zoom.png
Scale bar: 10 um. Region (12, 12) to (37, 37) um. Cells in gray, sequential cells in the stronger gray; small squares are vias.
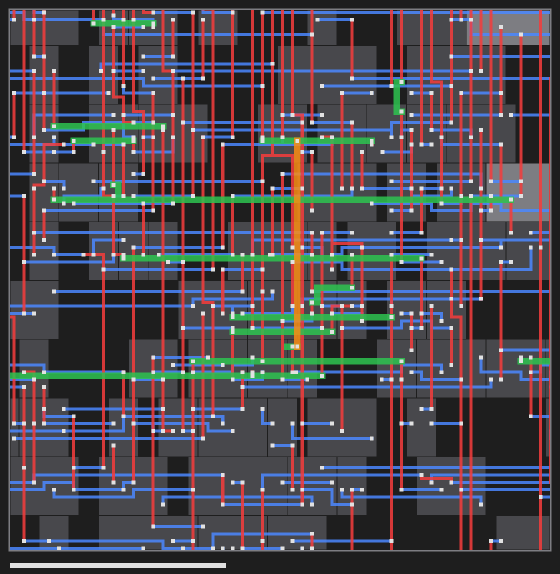
final_congestion.png
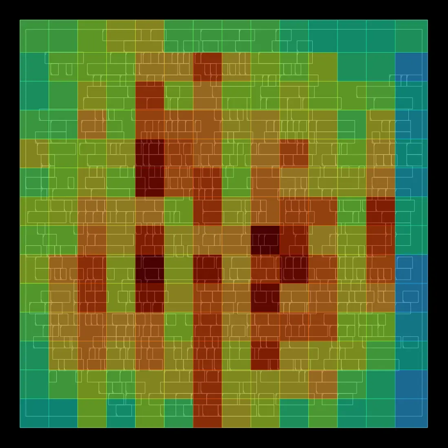
`src/rtl/tank_unit_if.sv`:
```
// Signal bundle between a player tank and the rest of the playfield logic.
// The playfield drives keys and collision status (master); the tank answers (slave).
interface tank_unit_if #(
    parameter int COORD_W = 10
);
    logic [7:0]         keycode;
    logic               tank_blocked;
    logic               tank_hit;
    logic               missile_busy;

    logic [COORD_W-1:0] tank_x;
    logic [COORD_W-1:0] tank_y;
    logic [1:0]         tank_dir;
    logic               missile_fire;
    logic [COORD_W-1:0] missile_x;
    logic [COORD_W-1:0] missile_y;
    logic               tank_visible;
    logic               tank_explosion;
    logic               game_over;
    logic [2:0]         lives;

    modport master (
        output keycode, tank_blocked, tank_hit, missile_busy,
        input  tank_x, tank_y, tank_dir, missile_fire, missile_x, missile_y,
        input  tank_visible, tank_explosion, game_over, lives
    );

    modport slave (
        input  keycode, tank_blocked, tank_hit, missile_busy,
        output tank_x, tank_y, tank_dir, missile_fire, missile_x, missile_y,
        output tank_visible, tank_explosion, game_over, lives
    );
endinterface

```
`src/rtl/tank_unit.sv`:
```
// Player tank: keyboard-driven movement, edge-triggered firing with cooldown, and a
// hit/explode/respawn/game-over life cycle. Optional macro TANK_SPAWN_SHIELD_EN adds a 90-frame spawn shield.
module tank_unit #(
    parameter int         COORD_W        = 10,
    parameter int         X_MAX          = 256,
    parameter int         Y_MAX          = 256,
    parameter int         TANK_SIZE      = 16,
    parameter int         STEP           = 1,
    parameter int         SPAWN_X        = 0,
    parameter int         SPAWN_Y        = 239,
    parameter int         FIRE_COOLDOWN  = 30,
    parameter int         EXPLODE_FRAMES = 16,
    parameter int         RESPAWN_FRAMES = 60,
    parameter int         LIVES          = 3,
    parameter logic [7:0] KEY_UP         = 8'h1d,
    parameter logic [7:0] KEY_LEFT       = 8'h1c,
    parameter logic [7:0] KEY_DOWN       = 8'h1b,
    parameter logic [7:0] KEY_RIGHT      = 8'h23,
    parameter logic [7:0] KEY_FIRE       = 8'h29
) (
    input logic        frame_clk,
    input logic        Reset,
    tank_unit_if.slave bus
);

    localparam int TMR_MAX = (EXPLODE_FRAMES > RESPAWN_FRAMES) ? EXPLODE_FRAMES : RESPAWN_FRAMES;
    localparam int TMR_W   = (TMR_MAX < 2) ? 1 : $clog2(TMR_MAX + 1);
    localparam int CD_W    = (FIRE_COOLDOWN < 2) ? 1 : $clog2(FIRE_COOLDOWN + 1);
    localparam int BW      = COORD_W + 1;

    localparam logic [BW-1:0]      STEP_B    = BW'(STEP);
    localparam logic [BW-1:0]      SIZE_B    = BW'(TANK_SIZE);
    localparam logic [BW-1:0]      XMAX_B    = BW'(X_MAX);
    localparam logic [BW-1:0]      YMAX_B    = BW'(Y_MAX);
    localparam logic [COORD_W-1:0] STEP_C    = COORD_W'(STEP);
    localparam logic [COORD_W-1:0] SIZE_C    = COORD_W'(TANK_SIZE);
    localparam logic [COORD_W-1:0] HALF_C    = COORD_W'(TANK_SIZE / 2);
    localparam logic [COORD_W-1:0] SPAWN_X_C = COORD_W'(SPAWN_X);
    localparam logic [COORD_W-1:0] SPAWN_Y_C = COORD_W'(SPAWN_Y);
    localparam logic [TMR_W-1:0]   EXPLODE_T = TMR_W'(EXPLODE_FRAMES);
    localparam logic [TMR_W-1:0]   RESPAWN_T = TMR_W'(RESPAWN_FRAMES);
    localparam logic [TMR_W-1:0]   TMR_ONE   = TMR_W'(1);
    localparam logic [CD_W-1:0]    CD_LOAD   = CD_W'(FIRE_COOLDOWN);
    localparam logic [CD_W-1:0]    CD_ONE    = CD_W'(1);
    localparam logic [2:0]         LIVES_C   = 3'(LIVES);

    typedef enum logic [1:0] {ALIVE, EXPLODING, RESPAWN, DEAD} state_t;
    typedef enum logic [1:0] {DIR_UP = 2'b00, DIR_LEFT = 2'b01, DIR_DOWN = 2'b10, DIR_RIGHT = 2'b11} dir_t;

    state_t             state, state_next;
    dir_t               dir, key_dir;
    logic [COORD_W-1:0] x, y, x_moved, y_moved;
    logic [COORD_W-1:0] launch_x, launch_y, missile_x, missile_y;
    logic [TMR_W-1:0]   timer;
    logic [CD_W-1:0]    cooldown;
    logic [7:0]         prev_key;
    logic [2:0]         lives;
    logic               key_is_dir, in_bounds, can_move;
    logic               fire_req, fire_ok, hit_ok, timer_done;
    logic               missile_fire, visible, explosion, game_over;
    logic               visible_d, explosion_d, game_over_d;
    logic               shield_clear;

`ifdef TANK_SPAWN_SHIELD_EN
    localparam logic [6:0] SHIELD_T = 7'd90;
    logic [6:0] shield;

    assign shield_clear = (shield == 7'd0);

    always_ff @(posedge frame_clk or posedge Reset) begin
        if (Reset)
            shield <= SHIELD_T;
        else if (state == RESPAWN && timer_done)
            shield <= SHIELD_T;
        else if (state == ALIVE && !shield_clear)
            shield <= shield - 7'd1;
    end
`else
    assign shield_clear = 1'b1;
`endif

    assign hit_ok     = (state == ALIVE) && bus.tank_hit && shield_clear;
    assign fire_req   = (bus.keycode == KEY_FIRE) && (prev_key != KEY_FIRE);
    assign fire_ok    = (state == ALIVE) && !hit_ok && fire_req &&
                        (cooldown == '0) && !bus.missile_busy;
    assign timer_done = (timer <= TMR_ONE);
    assign can_move   = key_is_dir && in_bounds && !bus.tank_blocked;

    // NOTE: every combinational output gets a default first so no path leaves it unassigned (no latch).
    always_comb begin
        key_is_dir = 1'b1;
        key_dir    = DIR_UP;
        if (bus.keycode == KEY_UP)         key_dir = DIR_UP;
        else if (bus.keycode == KEY_LEFT)  key_dir = DIR_LEFT;
        else if (bus.keycode == KEY_DOWN)  key_dir = DIR_DOWN;
        else if (bus.keycode == KEY_RIGHT) key_dir = DIR_RIGHT;
        else                               key_is_dir = 1'b0;
    end

    // Bound tests run one bit wider than the coordinates so edge sums cannot wrap.
    always_comb begin
        in_bounds = 1'b0;
        x_moved   = x;
        y_moved   = y;
        unique case (key_dir)
            DIR_UP: begin
                in_bounds = ({1'b0, y} >= STEP_B);
                y_moved   = y - STEP_C;
            end
            DIR_LEFT: begin
                in_bounds = ({1'b0, x} >= STEP_B);
                x_moved   = x - STEP_C;
            end
            DIR_DOWN: begin
                in_bounds = (({1'b0, y} + SIZE_B + STEP_B) <= YMAX_B);
                y_moved   = y + STEP_C;
            end
            DIR_RIGHT: begin
                in_bounds = (({1'b0, x} + SIZE_B + STEP_B) <= XMAX_B);
                x_moved   = x + STEP_C;
            end
        endcase
    end

    // Launch point sits on the centre of the facing edge.
    always_comb begin
        launch_x = x;
        launch_y = y;
        unique case (dir)
            DIR_UP:    begin launch_x = x + HALF_C; launch_y = y;          end
            DIR_LEFT:  begin launch_x = x;          launch_y = y + HALF_C; end
            DIR_DOWN:  begin launch_x = x + HALF_C; launch_y = y + SIZE_C; end
            DIR_RIGHT: begin launch_x = x + SIZE_C; launch_y = y + HALF_C; end
        endcase
    end

    // NOTE: sequential state uses non-blocking assignments so every register samples pre-edge values.
    always_ff @(posedge frame_clk or posedge Reset) begin
        if (Reset) state <= ALIVE;
        else       state <= state_next;
    end

    always_comb begin
        state_next = state;
        unique case (state)
            ALIVE:     if (hit_ok) state_next = EXPLODING;
            EXPLODING: if (timer_done) state_next = (lives == 3'd0) ? DEAD : RESPAWN;
            RESPAWN:   if (timer_done) state_next = ALIVE;
            DEAD:      state_next = DEAD;
        endcase
    end

    // Status flags are decoded from the next state and registered alongside it.
    always_comb begin
        visible_d   = (state_next == ALIVE) || (state_next == EXPLODING);
        explosion_d = (state_next == EXPLODING);
        game_over_d = (state_next == DEAD);
    end

    always_ff @(posedge frame_clk or posedge Reset) begin
        if (Reset) begin
            x            <= SPAWN_X_C;
            y            <= SPAWN_Y_C;
            dir          <= DIR_UP;
            lives        <= LIVES_C;
            cooldown     <= '0;
            timer        <= '0;
            prev_key     <= 8'h00;
            missile_fire <= 1'b0;
            missile_x    <= '0;
            missile_y    <= '0;
            visible      <= 1'b1;
            explosion    <= 1'b0;
            game_over    <= 1'b0;
        end else begin
            prev_key     <= bus.keycode;
            missile_fire <= fire_ok;
            visible      <= visible_d;
            explosion    <= explosion_d;
            game_over    <= game_over_d;
            if (cooldown != '0)
                cooldown <= cooldown - CD_ONE;

            unique case (state)
                ALIVE: begin
                    if (hit_ok) begin
                        lives <= lives - 3'd1;
                        timer <= EXPLODE_T;
                    end else begin
                        if (key_is_dir)
                            dir <= key_dir;
                        if (can_move) begin
                            x <= x_moved;
                            y <= y_moved;
                        end
                        if (fire_ok) begin
                            missile_x <= launch_x;
                            missile_y <= launch_y;
                            cooldown  <= CD_LOAD;
                        end
                    end
                end
                EXPLODING: begin
                    if (timer_done) timer <= RESPAWN_T;
                    else            timer <= timer - TMR_ONE;
                end
                RESPAWN: begin
                    if (timer_done) begin
                        x        <= SPAWN_X_C;
                        y        <= SPAWN_Y_C;
                        dir      <= DIR_UP;
                        cooldown <= '0;
                        timer    <= '0;
                    end else begin
                        timer <= timer - TMR_ONE;
                    end
                end
                DEAD: ;
            endcase
        end
    end

    assign bus.tank_x         = x;
    assign bus.tank_y         = y;
    assign bus.tank_dir       = dir;
    assign bus.missile_fire   = missile_fire;
    assign bus.missile_x      = missile_x;
    assign bus.missile_y      = missile_y;
    assign bus.tank_visible   = visible;
    assign bus.tank_explosion = explosion;
    assign bus.game_over      = game_over;
    assign bus.lives          = lives;

endmodule

```
`src/flat_wrapper.sv`:
```
// flat-port wrapper written by rule: the top's interface ports become plain ports
module tank_unit_flat 
#(
    parameter int         COORD_W        = 10,
    parameter int         X_MAX          = 256,
    parameter int         Y_MAX          = 256,
    parameter int         TANK_SIZE      = 16,
    parameter int         STEP           = 1,
    parameter int         SPAWN_X        = 0,
    parameter int         SPAWN_Y        = 239,
    parameter int         FIRE_COOLDOWN  = 30,
    parameter int         EXPLODE_FRAMES = 16,
    parameter int         RESPAWN_FRAMES = 60,
    parameter int         LIVES          = 3,
    parameter logic [7:0] KEY_UP         = 8'h1d,
    parameter logic [7:0] KEY_LEFT       = 8'h1c,
    parameter logic [7:0] KEY_DOWN       = 8'h1b,
    parameter logic [7:0] KEY_RIGHT      = 8'h23,
    parameter logic [7:0] KEY_FIRE       = 8'h29
)
  (frame_clk, Reset, bus_keycode, bus_tank_blocked, bus_tank_hit, bus_missile_busy, bus_tank_x, bus_tank_y, bus_tank_dir, bus_missile_fire, bus_missile_x, bus_missile_y, bus_tank_visible, bus_tank_explosion, bus_game_over, bus_lives);
  tank_unit_if #(.COORD_W(COORD_W)) bus_i ();
  input logic frame_clk;
  input logic Reset;
  input wire logic [$bits(bus_i.keycode)-1:0] bus_keycode;
  input wire logic [$bits(bus_i.tank_blocked)-1:0] bus_tank_blocked;
  input wire logic [$bits(bus_i.tank_hit)-1:0] bus_tank_hit;
  input wire logic [$bits(bus_i.missile_busy)-1:0] bus_missile_busy;
  output wire logic [$bits(bus_i.tank_x)-1:0] bus_tank_x;
  output wire logic [$bits(bus_i.tank_y)-1:0] bus_tank_y;
  output wire logic [$bits(bus_i.tank_dir)-1:0] bus_tank_dir;
  output wire logic [$bits(bus_i.missile_fire)-1:0] bus_missile_fire;
  output wire logic [$bits(bus_i.missile_x)-1:0] bus_missile_x;
  output wire logic [$bits(bus_i.missile_y)-1:0] bus_missile_y;
  output wire logic [$bits(bus_i.tank_visible)-1:0] bus_tank_visible;
  output wire logic [$bits(bus_i.tank_explosion)-1:0] bus_tank_explosion;
  output wire logic [$bits(bus_i.game_over)-1:0] bus_game_over;
  output wire logic [$bits(bus_i.lives)-1:0] bus_lives;
  assign bus_i.keycode = bus_keycode;
  assign bus_i.tank_blocked = bus_tank_blocked;
  assign bus_i.tank_hit = bus_tank_hit;
  assign bus_i.missile_busy = bus_missile_busy;
  assign bus_tank_x = bus_i.tank_x;
  assign bus_tank_y = bus_i.tank_y;
  assign bus_tank_dir = bus_i.tank_dir;
  assign bus_missile_fire = bus_i.missile_fire;
  assign bus_missile_x = bus_i.missile_x;
  assign bus_missile_y = bus_i.missile_y;
  assign bus_tank_visible = bus_i.tank_visible;
  assign bus_tank_explosion = bus_i.tank_explosion;
  assign bus_game_over = bus_i.game_over;
  assign bus_lives = bus_i.lives;
  tank_unit #(.COORD_W(COORD_W), .X_MAX(X_MAX), .Y_MAX(Y_MAX), .TANK_SIZE(TANK_SIZE), .STEP(STEP), .SPAWN_X(SPAWN_X), .SPAWN_Y(SPAWN_Y), .FIRE_COOLDOWN(FIRE_COOLDOWN), .EXPLODE_FRAMES(EXPLODE_FRAMES), .RESPAWN_FRAMES(RESPAWN_FRAMES), .LIVES(LIVES), .KEY_UP(KEY_UP), .KEY_LEFT(KEY_LEFT), .KEY_DOWN(KEY_DOWN), .KEY_RIGHT(KEY_RIGHT), .KEY_FIRE(KEY_FIRE)) u_core (.frame_clk(frame_clk), .Reset(Reset), .bus(bus_i));
endmodule
```
`config.mk`:
```
export PLATFORM = sky130hd
export DESIGN_NAME = tank_unit_flat
export DESIGN_NICKNAME = d
export VERILOG_FILES = /design/src/rtl/tank_unit_if.sv /design/src/rtl/tank_unit.sv /design/src/flat_wrapper.sv
export SDC_FILE = /design/constraint.sdc
export NUM_CORES = 1
export LEC_CHECK = 0
export CAP_MARGIN = 30
export CORE_UTILIZATION = 50
export CTS_CLUSTER_DIAMETER = 200
export DETAILED_ROUTE_END_ITERATION = 8
export PLACE_DENSITY_LB_ADDON = 0.3
export SYNTH_ARGS = -nofsm -noshare
export SYNTH_HDL_FRONTEND = slang
export SYNTH_SLANG_ARGS = --single-unit
```
`constraint.sdc`:
```
create_clock -name frame_clk -period 7.9 [get_ports frame_clk]
set_input_delay 1.58 -clock frame_clk [delete_from_list [all_inputs] [get_ports frame_clk]]
set_output_delay 1.58 -clock frame_clk [all_outputs]
set_load 0.03 [all_outputs]
```
==> results.sh <==
# flow metrics
export IMPL_cts_setup_buffers=0
export IMPL_top_cell_area_share_pct=33.0
export IMPL_crit_reg2reg_launch="u_core.state[0]"
export IMPL_drive_gt1_share_pct=7.09
export IMPL_end_kind="flip-flop"
export IMPL_comb_cells=384
export IMPL_powerSeq_uw=486
export IMPL_post_dp_hpwl_um=8330
export IMPL_drt_iter0_drc=313
export IMPL_holdCritStartpoint="u_core.bus.missile_y[2]"
export IMPL_io_pins=62
export IMPL_nClkBuffers=11
export IMPL_routed_wl_um=11500
export IMPL_antenna_diode_count=0
export IMPL_num_tap_cells=108
export IMPL_synth_top_cell_by_area="dfrtp_1"
export IMPL_vias_per_cell=5.97
export IMPL_seq_cells=70
export IMPL_die_area_mm2=0.00950
export IMPL_outcome="finished, final reports clean"
export IMPL_rsz0062_at_grt="false"
export IMPL_grt_pass1_vias=3883
export IMPL_grt_max_degree=71
export IMPL_min_period_ns=4.37
export IMPL_reg2regPathDepth=10
export IMPL_nonClockInverterCount=31
export IMPL_drc=0
export IMPL_dp_cells=656
export IMPL_maxSlewHeadroom_pct=37.4
export IMPL_ys_top_cells_by_area="dfrtp_1 33%, ha_1 8.0%, dfstp_2 5.8%, nand2_1 5.4%, o21ai_0 4.9%"
export IMPL_max_vdd_ir_drop_mv=0.128
export IMPL_clkCellAreaFrac_pct=3.31
export IMPL_hp_class="reg -> reg"
export IMPL_cts_resized=0
export IMPL_bufAreaShareNonClock_pct=11.7
export IMPL_io_buffer_count=61
export IMPL_comb_power_uw=529
export IMPL_edf_count=0
export IMPL_r2r_slack_ns=4.07
About zoom.png:
[red] met2
[green] met3
[blue] met1
[orange] met4
cells with their middle in the window: 66
most frequent: nor2_1 (10), xnor2_1 (6)
sequential cells in the window: 0

About final_congestion.png:
Final Util: 60.8%
Top Usage Layer GRT: met2
routed len/inst: 17.2 um
met2 usage: 41.6%
met1 layer usage reported by global route: 32.0%

